[config.mk]
export PLATFORM = sky130hd
export DESIGN_NAME = i2s_transmitter
export DESIGN_NICKNAME = d
export VERILOG_FILES = /design/src/rtl/i2s_transmitter.sv
export SDC_FILE = /design/constraint.sdc
export NUM_CORES = 1
export LEC_CHECK = 0
export CAP_MARGIN = 20
export CORE_MARGIN = 4
export CORE_UTILIZATION = 60
export CTS_BUF_LIST = sky130_fd_sc_hd__clkbuf_16
export DETAILED_ROUTE_END_ITERATION = 12
export HOLD_SLACK_MARGIN = 0.12
export PLACE_DENSITY = 0.85
export SETUP_SLACK_MARGIN = 0.5
export SLEW_MARGIN = 20
export SYNTH_ARGS = -nofsm -noshare
export SYNTH_HDL_FRONTEND = slang
export SYNTH_SLANG_ARGS = --single-unit
[constraint.sdc]
create_clock -name clk_pll_12_28_i -period 6.1 [get_ports clk_pll_12_28_i]
set_clock_uncertainty 0.2 [all_clocks]
set_input_delay 1.22 -clock clk_pll_12_28_i [delete_from_list [all_inputs] [get_ports clk_pll_12_28_i]]
set_output_delay 1.22 -clock clk_pll_12_28_i [all_outputs]
set_load 0.05 [all_outputs]
[src/rtl/i2s_transmitter.sv]
// i2s_transmitter: serialises a mono sample stream onto both channels of a Philips I2S frame
module i2s_transmitter #(
  parameter int DATA_WIDTH = 24,
  parameter int SLOT_WIDTH = 32,
  parameter int MCLK_DIV   = 4
) (
  input  logic                  clk_pll_12_28_i,
  input  logic                  rst_ni,
  input  logic [DATA_WIDTH-1:0] sample_i,
  input  logic                  valid_i,
  output logic                  ready_o,
  output logic                  bclk_o,
  output logic                  lrclk_o,
  output logic                  sdata_o,
  output logic                  frame_start_o,
  output logic                  underrun_o
);
  localparam int DIV_W      = (MCLK_DIV > 2) ? $clog2(MCLK_DIV) : 1;
  localparam int FRAME_BITS = 2 * SLOT_WIDTH;
  localparam int BIT_W      = $clog2(FRAME_BITS);
  localparam logic [DIV_W-1:0] DIV_LAST = DIV_W'(MCLK_DIV - 1);
  localparam logic [DIV_W-1:0] DIV_HALF = DIV_W'(MCLK_DIV / 2);
  localparam logic [BIT_W-1:0] BIT_LAST = BIT_W'(FRAME_BITS - 1);
  localparam logic [BIT_W-1:0] SLOT_LEN = BIT_W'(SLOT_WIDTH);

  logic [DIV_W-1:0]      div_cnt_q, div_cnt_d;
  logic [BIT_W-1:0]      bit_cnt_q, bit_cnt_d;
  logic [DATA_WIDTH-1:0] pend_q, pend_d;
  logic                  pend_v_q, pend_v_d;
  logic [DATA_WIDTH-1:0] frame_q, frame_d;
  logic                  bclk_q, bclk_d;
  logic                  lrclk_q, lrclk_d;
  logic                  sdata_q, sdata_d;
  logic                  frame_start_q, frame_start_d;
  logic                  underrun_q, underrun_d;

  logic                  div_wrap;
  logic                  load;
  logic                  accept;
  logic                  slot;
  logic [BIT_W-1:0]      b;
  logic                  data_bit;

  // Next-state: counters, one-entry buffer, frame register and registered pin values
  always_comb begin
    div_wrap      = div_cnt_q == DIV_LAST;
    load          = div_wrap && (bit_cnt_q == BIT_LAST);
    slot          = bit_cnt_q >= SLOT_LEN;
    b             = slot ? bit_cnt_q - SLOT_LEN : bit_cnt_q;
    accept        = valid_i && !pend_v_q;
    data_bit      = 1'b0;
    for (int i = 0; i < DATA_WIDTH; i++)
      if (b == BIT_W'(DATA_WIDTH - i)) data_bit = frame_q[i];
    div_cnt_d     = div_wrap ? '0 : div_cnt_q + 1'b1;
    bit_cnt_d     = !div_wrap ? bit_cnt_q : (bit_cnt_q == BIT_LAST) ? '0 : bit_cnt_q + 1'b1;
    pend_d        = accept ? sample_i : pend_q;
    pend_v_d      = accept || (pend_v_q && !load);
    frame_d       = (load && pend_v_q) ? pend_q : frame_q;
    bclk_d        = div_cnt_q >= DIV_HALF;
    lrclk_d       = slot;
    sdata_d       = data_bit;
    frame_start_d = load;
    underrun_d    = load && !pend_v_q;
  end

  // State and output registers; reset aborts any frame in progress
  always_ff @(posedge clk_pll_12_28_i or negedge rst_ni) begin
    if (!rst_ni) begin
      div_cnt_q     <= '0;
      bit_cnt_q     <= '0;
      pend_q        <= '0;
      pend_v_q      <= 1'b0;
      frame_q       <= '0;
      bclk_q        <= 1'b0;
      lrclk_q       <= 1'b0;
      sdata_q       <= 1'b0;
      frame_start_q <= 1'b0;
      underrun_q    <= 1'b0;
    end else begin
      div_cnt_q     <= div_cnt_d;
      bit_cnt_q     <= bit_cnt_d;
      pend_q        <= pend_d;
      pend_v_q      <= pend_v_d;
      frame_q       <= frame_d;
      bclk_q        <= bclk_d;
      lrclk_q       <= lrclk_d;
      sdata_q       <= sdata_d;
      frame_start_q <= frame_start_d;
      underrun_q    <= underrun_d;
    end
  end

  assign ready_o       = !pend_v_q;
  assign bclk_o        = bclk_q;
  assign lrclk_o       = lrclk_q;
  assign sdata_o       = sdata_q;
  assign frame_start_o = frame_start_q;
  assign underrun_o    = underrun_q;
endmodule

==> run summary, run 1 <==
Final HPWL DP: 3.49 mm
root buffer cell: clkbuf_16
Post-CTS Hold Buffers: 0
Worst-path clk slew: 0.05 ns
Seq pwr share: 0.481
# DRC: 0
via density per instance: 5.78
Reg area: 1550 um2
vias in the first global route: 1849
R2R Path End: sdata_o$_DFF_PN0_
startpoint types: flop
RR Startpoint: bit_cnt_q[0]$_DFFE_PN0P_
LEAKAGE: 1.61 nW
CTS Buf Count: 9
Async SR Flop Fraction: 1.00
kind of critical path: flop to output port
setup TNS: 0 ns
Pint: 0.000729 W
Crit Path Max Fanout: 5
GRT overflow: 0
hold path depth: 0
Synth cell types: 44
Avg Inst Size Synth: 13.4 um2
crit path launch: pend_v_q$_DFF_PN0_
r2r setup slk: 3.61 ns
Sw Ratio: 0.210
power density over the cells: 268 nW/um2
tool warnings: 30
Inst Count DP: 286
Registers, synthesis: 62
quantity of gates resized following cts: 0
area delta synth->final: 19.7%
global-route usage over all layers: 0.199
final setup fails: 0
fin crit share: 0.516
final-report max-slew violation count: 0
CP endpoint kind: output port
Post-Layout Cell Count: 302
initial antenna violation count: 0
htree depth: 3
fillers: 295
Comb area: 1200 um2
Final nets: 278
crit path DAT: 1.73 ns
R2R cell count: 7
outcome: completed
Post-synth seq share: 0.540
Ys Warns: 0
Yosys Instances: 215
initial DRC count: 174
Syn Nets: 248
largest net degree at the start of global routing: 63
RSZ-0062 raised after global routing: false
critical path data required time: 4.68 ns
Final Cell Area: 3440 um2
Syn Std Cell Area: 2870 um2
global-route wire length before repair: 9.13 mm
Die Area: 5960 um2
die width: 77.2 um
Max IR drop VDD: 0.187 mV
Post-DRT Antenna Nets: 0
Hold Startpoint: bit_cnt_q[5]$_DFFE_PN0P_
Init Core Util: 0.638
number of enable flip-flop cells: 0
clock sink count: 62
post-CTS setup buffer count: 0
Chip Height: 77.2 um
CTS tree: done
clk buf depth: 2
end of the worst hold path: lrclk_o$_DFF_PN0_
Port Buf Inserts: 32
# IOs: 33
core box area: 4500 um2
minimum clock period: 3.15 ns
## run 1: per-stage QoR
step | utilization | hold WS (ns) | total power (W)
2_1_floorplan | - | 0.232 | 0.000465
3_3_place_gp | 0.705 | 0.207 | 0.000492
3_5_place_dp | 0.705 | 0.241 | 0.000497
4_1_cts | 0.763 | 0.252 | 0.000934
5_1_grt | 0.764 | 0.284 | 0.000964
6_report | 0.764 | 0.253 | 0.000923
## run 1: cell type report
class | instances | share of cell area
tap | 52 | 0.0189
sequential | 62 | 0.451
multi-input combinational | 128 | 0.349
clock buffer | 9 | 0.0655
clock inverter | 7 | 0.00946
inverter | 11 | 0.0120
timing repair buffer | 33 | 0.0939
## run 1: registers in the layout (all words and copies together), names as in the netlist
signal / count
frame_q: 24
bclk_o: 1
pend_q: 24
pend_v_q: 1
div_cnt_q: 2
sdata_o: 1
bit_cnt_q: 6
lrclk_o: 1
frame_start_o: 1
underrun_o: 1
## run 1: per-layer routing
metal | vias up | track usage | wire [um]
met3 | 10 | 0.0609 | 202
met2 | 40 | 0.316 | 2580
met4 | 0 | 0.0872 | 106
li1 | 826 | - | -
met5 | - | 0 | 0
met1 | 869 | 0.253 | 2370
## run 1: cell usage after synthesis, types with 2 or more instances
library cell / n / area, um2
nand3b_1: 3 / 22.5
nand4_1: 2 / 12.5
o21ai_0: 5 / 25.0
mux2_4: 19 / 285
a2111oi_0: 2 / 17.5
ha_1: 6 / 75.1
xnor2_1: 4 / 35.0
nor2_1: 4 / 15.0
a221oi_1: 2 / 17.5
a21oi_1: 8 / 40.0
nand2b_1: 4 / 25.0
nor4_1: 2 / 12.5
buf_2: 7 / 35.0
nor3b_1: 2 / 15.0
nand3_1: 2 / 10.0
clkbuf_1: 3 / 11.3
buf_6: 3 / 33.8
a211oi_1: 4 / 30.0
nand2_1: 6 / 22.5
dfrtp_1: 62 / 1550
mux2_2: 29 / 327
inv_1: 11 / 41.3
nor2b_1: 4 / 25.0
## run 1: layout by cell type (no fill, tap or decap), drive strengths merged, types with 5 or more instances in the layout
cell type / Yosys / routed
clkdlybuf4s50: 0 / 31
mux2: 48 / 48
a211oi: 5 / 5
o21ai: 5 / 5
ha: 6 / 6
dfrtp: 62 / 62
a21oi: 8 / 8
inv: 11 / 12
nand2: 7 / 7
nor2: 5 / 5
clkbuf: 3 / 9
clkinv: 0 / 5
## run 1: power by group through the flow
stage	clock (W)	sequential, W	combinational [W]
2_1_floorplan	0	0.000447	0.0000186
3_3_place_gp	0	0.000449	0.0000429
3_5_place_dp	0	0.000451	0.0000455
4_1_cts	0.000443	0.000444	0.0000463
5_1_grt	0.000468	0.000446	0.0000503
6_report	0.000434	0.000444	0.0000449
## run 1: cells by family after synthesis
logic type	count (synthesis)	synth area share
XOR/XNOR	4	0.0122
AND/OR/NAND/NOR	38	0.0845
AND-OR/OR-AND	32	0.0797
buffers and inverters	25	0.0448
multiplexers	48	0.213
flip-flops	62	0.540
adder cells (fa/ha/maj)	6	0.0261
## run 1: critical path: cells and delay by family (launching register included)
kind | cells | cell delay, ns
flops | 1 | 0.49
buf+inv | 2 | 0.91
Fig. 1: run 1, routed metal per tile
15 x 15 tiles, from white (low) to dark blue (high), scaled to the fullest tile. Values are wire area over tile area, all layers added.
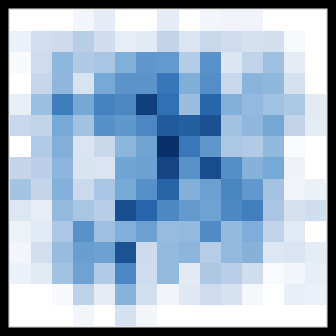
densest ninth of the die	center
mean over tiles	0.14
emptiest ninth of the die	lower right
nearly empty tiles	14%
tiles over half the peak	24%
WL final: 5.26 mm
Routed WL per cell: 17.4 um

Fig. 2: run 1, close-up of the layout
Bar = 5 um. Region (48, 48) to (68, 68) um. Cells in gray, sequential cells in the stronger gray; small squares are vias.
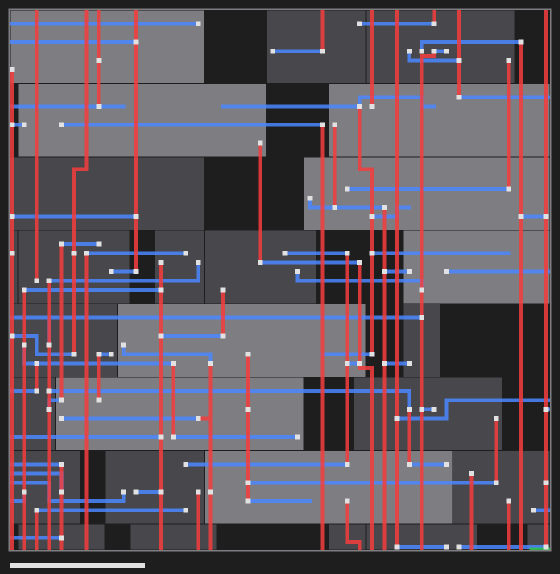
layer	color
M2	red
M3	green
M1	blue
sequential cells in the window	8
cells with their middle in the window	20
most frequent	dfrtp_1 (8), mux2_2 (3), mux2_4 (3)
netlist names of flops here include	frame_q (5), pend_q (3)

Fig. 3: run 1, signal wires by layer
Bar = 20 um. Only two layers are drawn.
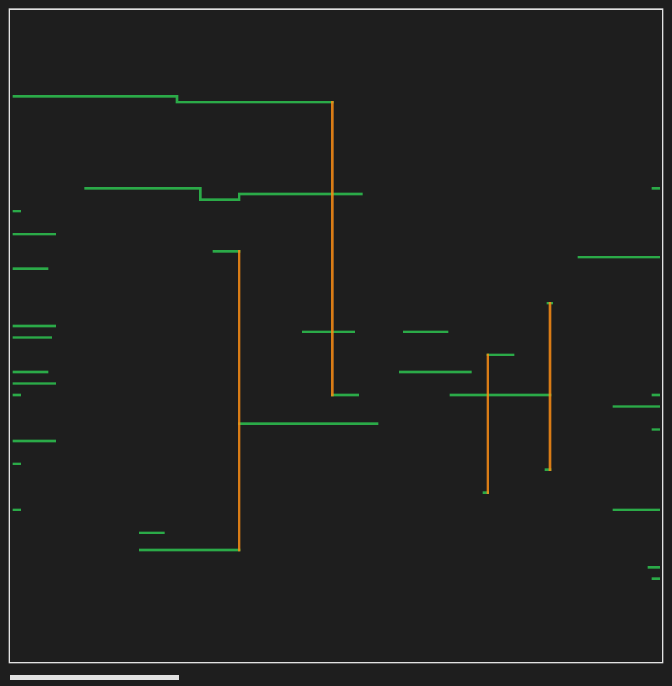
layer	color	wire length
M3	green	203 um
M4	orange	106 um

==> run 2, diff against run 1 <==
- CORE_UTILIZATION: 60 -> 55
- PLACE_DENSITY: 0.85 -> 0.78
- clock period: 6.1 -> 2.9 ns (I/O delays scaled with it)
Fig. 4: run 2, met1 routing
Bar = 20 um. Cells faint in the background.
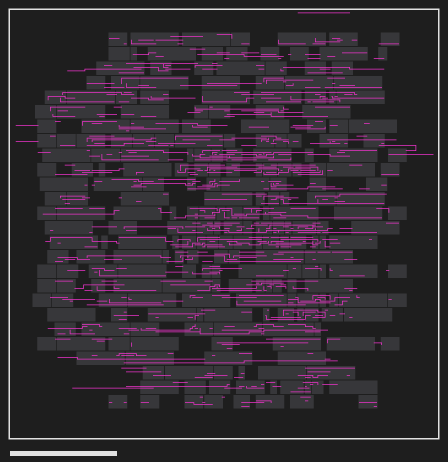
main direction	horizontal
longest straight run	23.9 um
wire length on this layer	2290 um
share of all routed wire	45%

Fig. 5: run 2, close-up of the layout
Bar = 5 um. Region (50, 50) to (70, 70) um. Cells in gray, sequential cells in the stronger gray; small squares are vias.
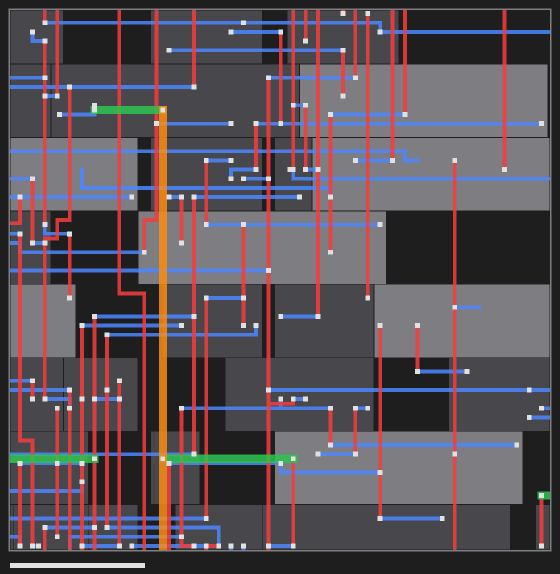
layer	color
M2	red
M1	blue
M4	orange
M3	green
netlist names of flops here include	frame_q (4), pend_q (2)
most frequent	dfrtp_1 (6), mux2_2 (4), clkbuf_16 (2)
cells with their middle in the window	22
sequential cells in the window	6

==> run 2 against run 1 <==
Net effect: cell count increased by 7.0%; register-to-register slack got worse by 3.0 ns; clock power increased by 110%; first-iteration DRC count decreased by 20%; global-route usage decreased by 1.8 points; power increased by 110%; die size increased by 8.1%; count of clock-buffer cells in the layout unchanged; critical path type unchanged; critical endpoint is now sdata_o; largest cell class unchanged; largest power group unchanged.
==> run summary, run 2 <==
crit path DAT: 1.47 ns (was 1.73 ns)
Top Registers: frame_q x24, pend_q x24, bit_cnt_q x6 (unchanged)
Async SR Flop Fraction: 1.00 (unchanged)
DRT met1 WL: 2.29 mm (was 2.37 mm)
slowest CP cell: clkdlybuf4s50_1 (unchanged)
outcome: completed (unchanged)
R2R cell count: 4 (was 7)
vias in the first global route: 1822 (was 1849)
Ys Warns: 0 (unchanged)
total power: 0.00192 W (was 0.000923 W)
minimum clock period: 2.25 ns
Port Buf Inserts: 32 (unchanged)
CTS Buf Count: 9 (unchanged)
most frequent cell after synthesis: dfrtp_1 (unchanged)
share of the synthesized area in the top cell type: 0.540 (unchanged)
htree depth: 3 (unchanged)
Max IR drop VDD: 0.332 mV (was 0.187 mV)
Yosys Instances: 215 (unchanged)
WL final: 5.10 mm (was 5.26 mm)
RSZ-0062 raised after global routing: false (unchanged)
power density over the cells: 541 nW/um2 (was 268 nW/um2)
Post-synth seq share: 0.540 (unchanged)
root buffer cell: clkbuf_16 (unchanged)
Registers, synthesis: 62 (unchanged)
end of the worst hold path: lrclk_o$_DFF_PN0_ (unchanged)
Top cells by area: dfrtp_1 54%, mux2_2 11%, mux2_4 9.9%, ha_1 2.6%, inv_1 1.4% (unchanged)
Crit Path Max Fanout: 1 (was 5)
Worst-path clk slew: 0.05 ns (about the same)
Die Area: 6450 um2 (was 5960 um2)
top cells by count: 62 x dfrtp_1, 29 x mux2_2, 19 x mux2_4 (unchanged)
# DRC: 0 (unchanged)
core box area: 5070 um2 (was 4500 um2)
Avg Inst Size Synth: 13.4 um2 (unchanged)
DR WL met3: 239 um (was 202 um)
CP bufs+invs: 1 (was 2)
critical path data required time: 2.12 ns (was 4.68 ns)
RR Startpoint: bit_cnt_q[2]$_DFFE_PN0P_ (was bit_cnt_q[0]$_DFFE_PN0P_)
Syn Std Cell Area: 2870 um2 (unchanged)
# IOs: 33 (unchanged)
clock sink count: 62 (unchanged)
fillers: 365 (was 295)
Final nets: 282 (was 278)
largest area contributor in the netlist: dfrtp_1 (unchanged)
CTS tree: done (unchanged)
global-route wire length before repair: 8.78 mm (was 9.13 mm)
WL met2: 2.51 mm (was 2.58 mm)
gpl congestion: 0.854 (was 0.807)
die width: 80.3 um (was 77.2 um)
kind of critical path: flop to output port (unchanged)
R2R Path End: frame_q[16]$_DFFE_PN0P_ (was sdata_o$_DFF_PN0_)
critical path's top delay family: buffers and inverters (unchanged)
largest net degree at the start of global routing: 37 (was 63)
hold_ws: 0.233 ns (was 0.253 ns)
Synth cell types: 44 (unchanged)
hold path depth: 0 (unchanged)
LEAKAGE: 1.65 nW (was 1.61 nW)
Post-DRT Antenna Nets: 0 (unchanged)
global-route usage over all layers: 0.181 (was 0.199)
Syn Nets: 248 (unchanged)
clk buf depth: 2 (unchanged)
GRT overflow: 0 (unchanged)
top layer in use: met4 (unchanged)
number of enable flip-flop cells: 0 (unchanged)
final setup fails: 0 (unchanged)
area delta synth->final: 23.6% (was 19.7%)
final-report max-slew violation count: 0 (unchanged)
fin crit share: 0.777
Top Layout Cells: 60 x dfrtp_1, 30 x clkdlybuf4s50_1, 29 x mux2_2 (was 62 x dfrtp_1, 31 x clkdlybuf4s50_1, 29 x mux2_2)
r2r setup slk: 0.65 ns (was 3.61 ns)
Chip Height: 80.3 um (was 77.2 um)
Mapped Cells: 215 (unchanged)
DR vias: 1766 (was 1745)
via density per instance: 5.47 (was 5.78)
startpoint types: flop (unchanged)
setup TNS: 0 ns (unchanged)
tool warnings: 30 (unchanged)
initial antenna violation count: 0 (unchanged)
Final Hold Fails: 0 (unchanged)
Final HPWL DP: 3.46 mm (was 3.49 mm)
initial DRC count: 140 (was 174)
most common logic cell in the routed design: dfrtp_1 (unchanged)
CP endpoint kind: output port (unchanged)
Init Core Util: 0.566 (was 0.638)
Hold Startpoint: bit_cnt_q[5]$_DFFE_PN0P_ (unchanged)
Fig. 6: run 2, congestion heat map
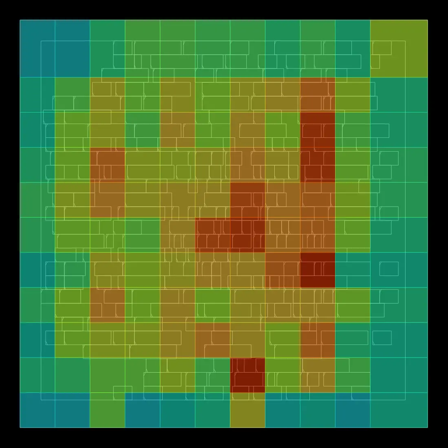
gr busiest metal: met2
GR Util met2: 0.282
Routed WL per cell: 15.8 um
Final Core Density: 0.700

## run 2: worst reg2reg max path: stages, from the launching register on
cell and delay (ns):
dfrtp_1 0.73, nand4_2 0.28, nor2_4 0.24, nand2_4 0.28, mux2_4 0.40
## run 2: how the worst max path moves through the flow
stage / start / endpoint / slack (ns) / cells after the start
final: sdata_o$_DFF_PN0_ / sdata_o / 0.65 / 1
after global routing: bit_cnt_q[1]$_DFFE_PN0P_ / sdata_o$_DFF_PN0_ / 0.50 / 7
after CTS: bit_cnt_q[0]$_DFFE_PN0P_ / sdata_o$_DFF_PN0_ / 0.53 / 7
after detailed placement: bit_cnt_q[0]$_DFFE_PN0P_ / sdata_o$_DFF_PN0_ / 0.51 / 7
after global placement: valid_i / pend_q[8]$_DFFE_PN0P_ / 0.58 / 4
after floorplan: bit_cnt_q[0]$_DFFE_PN0P_ / sdata_o$_DFF_PN0_ / 0.85 / 7
## run 2: repair_timing
| action | in CTS | in global routing |
|---|---|---|
| hold endpoints to repair | 26 | 0 |
| pin swaps | 0 | 0 |
| setup buffers | 0 | 2 |
| endpoints found under the setup margin | 2 | 13 |
| hold buffers | 1 | 0 |
| resized | 2 | 8 |
## run 2: layer usage
layer / global-route usage / vias to the layer above
met1: 0.237 / 883
met3: 0.0493 / 7
met4: 0.0794 / 0
met5: 0 / -
li1: - / 836
met2: 0.282 / 40
## run 2: kinds of logic (layout without fill, tap and decap cells)
logic type               after synthesis  after routing  synth area share
AND/OR/NAND/NOR                       38             38            0.0845
flip-flops                            62             62             0.540
XOR/XNOR                               4              4            0.0122
adder cells (fa/ha/maj)                6              6            0.0261
multiplexers                          48             48             0.213
AND-OR/OR-AND                         32             32            0.0797
buffers and inverters                 25             63            0.0448
## run 2: power by group
group          total [W]  internal (W)  switching (W)  leakage, nW
registers       0.000934      0.000911      0.0000236        0.797
clock network   0.000891      0.000555       0.000336        0.140
logic          0.0000957     0.0000654      0.0000303        0.713
## run 2: per-stage QoR
stage / std cells / setup WS [ns] / cell area, um2
after global routing: 323 / 0.505 / 3550
after detailed placement: 305 / 0.509 / 3230
after CTS: 321 / 0.526 / 3490
final: 323 / 0.648 / 3550
after global placement: 305 / 0.578 / 3230
after floorplan: 215 / 0.851 / 2870
## run 2: final cells by class
| type | instances | area (um2) | share of cell area |
|---|---|---|---|
| Sequential cell | 62 | 1550 | 0.437 |
| Multi-Input combinational cell | 128 | 1240 | 0.349 |
| Timing Repair Buffer | 37 | 379 | 0.107 |
| Clock buffer | 9 | 225 | 0.0634 |
| Tap cell | 70 | 87.6 | 0.0246 |
| Inverter | 11 | 41.3 | 0.0116 |
| Clock inverter | 6 | 25.0 | 0.00704 |
==> run 3, diff against run 2 <==
- CORE_UTILIZATION: 55 -> 50
- PLACE_DENSITY: 0.78 -> 0.75
- clock period: 2.9 -> 1.8 ns (I/O delays scaled with it)
Fig. 7: run 3, met1 routing
Bar = 20 um. Cells faint in the background.
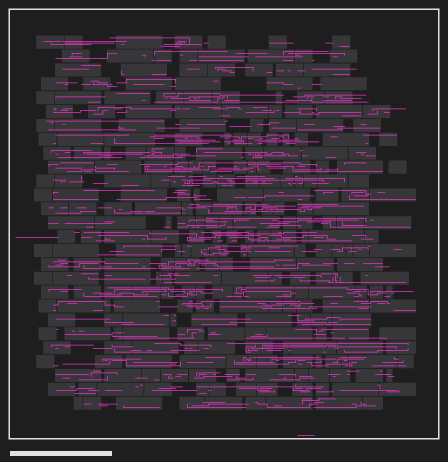
wire length on this layer	3060 um
nets with wire on the layer	285
longest straight run	35.4 um
share of all routed wire	44%
WL final: 6.93 mm
M1 GR Usage: 0.237
DR vias: 1990

Fig. 8: run 3, signal wires by layer
Bar = 20 um. Only two layers are drawn.
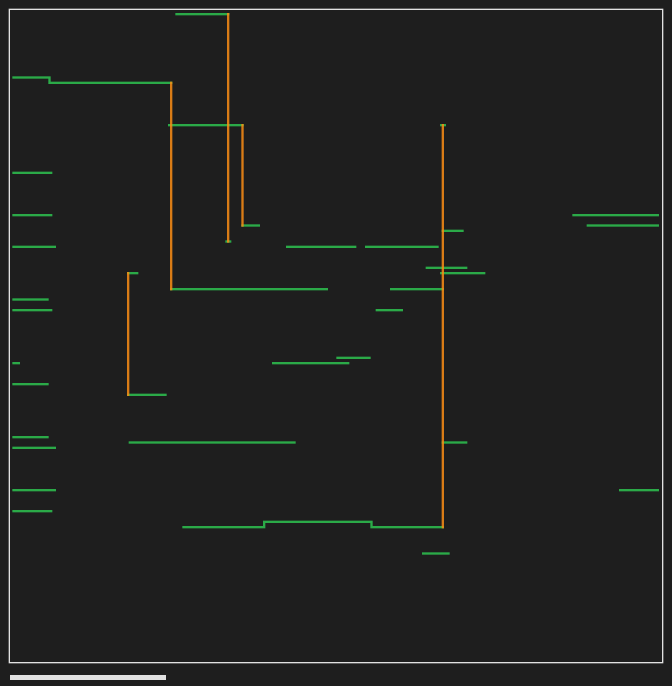
layer	color	wire length
M4	orange	136 um
M3	green	256 um
global-route usage over all layers: 0.198
Routed WL per cell: 18.8 um

==> run 3 against run 2 <==
Net effect: the run now ends with negative setup slack left; power is 81% higher; final area grew 22%; sequential cell count did not move; via count rose by 13%; count of clock-buffer cells in the layout unchanged; critical path type is now flop to flop.
==> run summary, run 3 <==
fillers: 321 (was 365)
Mapped Cells: 215 (unchanged)
share of the synthesized area in the top cell type: 0.540 (unchanged)
# IOs: 33 (unchanged)
outcome: complete, but fails checks (was completed)
tool warnings: 33 (was 30)
die width: 83.8 um (was 80.3 um)
largest area contributor in the netlist: dfrtp_1 (unchanged)
top layer in use: met4 (unchanged)
Final nets: 325 (was 282)
initial antenna violation count: 0 (unchanged)
crit path DAT: 1.98 ns (was 1.47 ns)
Final Hold Fails: 0 (unchanged)
Placed Instance Area: 3650 um2 (was 3230 um2)
Top Registers: frame_q x24, pend_q x24, bit_cnt_q x6 (unchanged)
Syn Std Cell Area: 2870 um2 (unchanged)
most common logic cell in the routed design: dfrtp_1 (unchanged)
crit path launch: bit_cnt_q[0]$_DFFE_PN0P_ (was sdata_o$_DFF_PN0_)
clock sink count: 62 (unchanged)
Async SR Flop Fraction: 1.00 (unchanged)
Post-synth seq share: 0.540 (unchanged)
Yosys Instances: 215 (unchanged)
final setup fails: 25 (was 0)
Top Layout Cells: 57 x dfrtp_1, 46 x mux2_4, 29 x buf_4 (was 60 x dfrtp_1, 30 x clkdlybuf4s50_1, 29 x mux2_2)
Max IR drop VDD: 0.588 mV (was 0.332 mV)
GRT overflow: 0 (unchanged)
global-route wire length before repair: 10.7 mm (was 8.78 mm)
Chip Height: 83.8 um (was 80.3 um)
power density over the cells: 798 nW/um2 (was 541 nW/um2)
minimum clock period: 1.98 ns
R2R cell count: 8 (was 4)
Init Core Util: 0.519 (was 0.566)
RSZ-0062 raised after global routing: true (was false)
largest net degree at the start of global routing: 63 (was 37)
CP endpoint kind: flop (was output port)
Final Core Density: 0.786 (was 0.700)
Comb area: 1470 um2 (was 1240 um2)
Ys Warns: 0 (unchanged)
critical path data required time: 1.80 ns (was 2.12 ns)
WL met2: 3.48 mm (was 2.51 mm)
crit path capture: sdata_o$_DFF_PN0_ (was sdata_o)
CTS tree: done (unchanged)
initial DRC count: 55 (was 140)
htree depth: 3 (unchanged)
Registers, synthesis: 62 (unchanged)
RR Startpoint: bit_cnt_q[0]$_DFFE_PN0P_ (was bit_cnt_q[2]$_DFFE_PN0P_)
Port Buf Inserts: 32 (unchanged)
CTS Buf Count: 9 (unchanged)
gpl congestion: 0.908 (was 0.854)
Crit Path Max Fanout: 6 (was 1)
clk buf depth: 2 (unchanged)
core box area: 5540 um2 (was 5070 um2)
Synth cell types: 44 (unchanged)
Final Cell Area: 4350 um2 (was 3550 um2)
kind of critical path: flop to flop (was flop to output port)
most frequent cell after synthesis: dfrtp_1 (unchanged)
Syn Nets: 248 (unchanged)
Avg Inst Size Synth: 13.4 um2 (unchanged)
startpoint types: flop (unchanged)
top cells by count: 62 x dfrtp_1, 29 x mux2_2, 19 x mux2_4 (unchanged)
failing checks: negative setup slack
LEAKAGE: 2.02 nW (was 1.65 nW)
r2r setup slk: -0.18 ns (was 0.65 ns)
area delta synth->final: 51.5% (was 23.6%)
# DRC: 0 (unchanged)
root buffer cell: clkbuf_16 (unchanged)
Top cells by area: dfrtp_1 54%, mux2_2 11%, mux2_4 9.9%, ha_1 2.6%, inv_1 1.4% (unchanged)
vias in the first global route: 2135 (was 1822)
DR WL met3: 255 um (was 239 um)
Final WS setup: -0.183 ns (was 0.648 ns)
Die Area: 7020 um2 (was 6450 um2)
Fig. 9: run 3, close-up of the layout
Bar = 5 um. Region (53, 53) to (73, 73) um. Cells in gray, sequential cells in the stronger gray; small squares are vias.
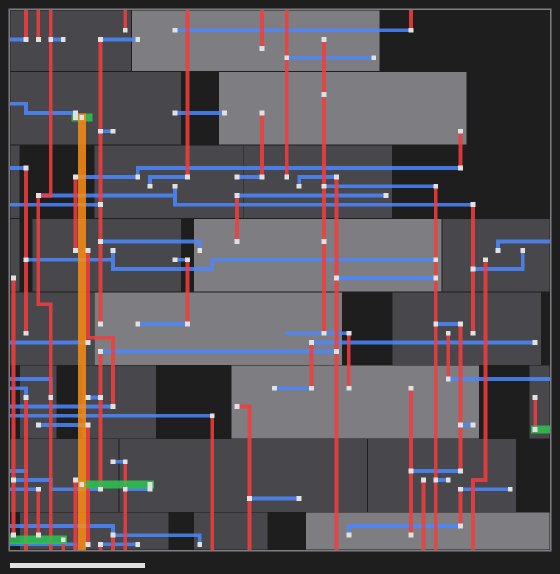
layer	color
M3	green
M1	blue
M2	red
M4	orange
cells with their middle in the window	21
most frequent	mux2_4 (8), dfrtp_1 (6)
sequential cells in the window	6
netlist names of flops here include	frame_q (3), pend_q (3)

==> run 3: per-layer routing <==
layer  up-vias  global-route usage
li1        926                   -
met4         0              0.0906
met3        13              0.0494
met2        48               0.335
met1      1003               0.237
met5         -                   0
==> run 3: cells by family after synthesis <==
| logic type | count (synthesis) | share of synthesized area |
|---|---|---|
| xor+xnor | 4 | 0.0122 |
| compound gates | 32 | 0.0797 |
| buf+inv | 25 | 0.0448 |
| mux | 48 | 0.213 |
| fa+ha+maj | 6 | 0.0261 |
| simple gates | 38 | 0.0845 |
| flops | 62 | 0.540 |
==> run 3: worst min path at each step <==
stage	from	end	cells past startpoint
2_1_floorplan	rst_ni	bclk_o$_DFF_PN0_	0
3_3_place_gp	rst_ni	pend_q[18]$_DFFE_PN0P_	2
3_5_place_dp	rst_ni	pend_q[15]$_DFFE_PN0P_	2
4_1_cts	valid_i	pend_v_q$_DFF_PN0_	2
5_1_grt	valid_i	pend_v_q$_DFF_PN0_	2
6_report	valid_i	pend_v_q$_DFF_PN0_	2
==> run 3: area by class of cell <==
cell class,count,share of cell area
Sequential cell,62,0.358
Multi-Input combinational cell,128,0.339
Timing Repair Buffer,80,0.201
Clock buffer,9,0.0517
Tap cell,72,0.0207
Clock inverter,7,0.0184
Inverter,11,0.0115
==> run 3: power breakdown <==
group / internal (W) / switching, W
Sequential: 0.00147 / 0.0000442
Clock: 0.00119 / 0.000577
Combinational: 0.000144 / 0.0000534
Total: 0.00280 / 0.000675
==> run 3: critical path, stage by stage (launching register included) <==
cell and delay [ns]:
dfrtp_2 0.45, inv_4 0.07, ha_4 0.19, buf_6 0.14, a21oi_2 0.11, o21ai_1 0.07
a211o_1 0.27, o32ai_2 0.26, a21oi_1 0.10
==> run 3: metrics by stage <==
stage	hold slack, ns	cells	worst slack [ns]	power [W]
5_1_grt	0.217	369	-0.282	0.00358
3_5_place_dp	0.196	332	-0.218	0.00173
4_1_cts	0.204	362	-0.186	0.00349
3_3_place_gp	0.189	332	-0.172	0.00172
6_report	0.211	369	-0.183	0.00347
2_1_floorplan	-0.136	215	-0.0894	0.00162
==> run 3: timing repair <==
| item | CTS | global route |
|---|---|---|
| hold buffers | 1 | 0 |
| hold endpoints to repair | 62 | 0 |
| gates resized | 24 | 19 |
| buffers inserted | 11 | 6 |
| gates cloned | 2 | 1 |
| pin swaps | 1 | 4 |
| setup endpoints to repair | 63 | 64 |
Power figures rest on the tool's default switching activity, not on a simulated workload.
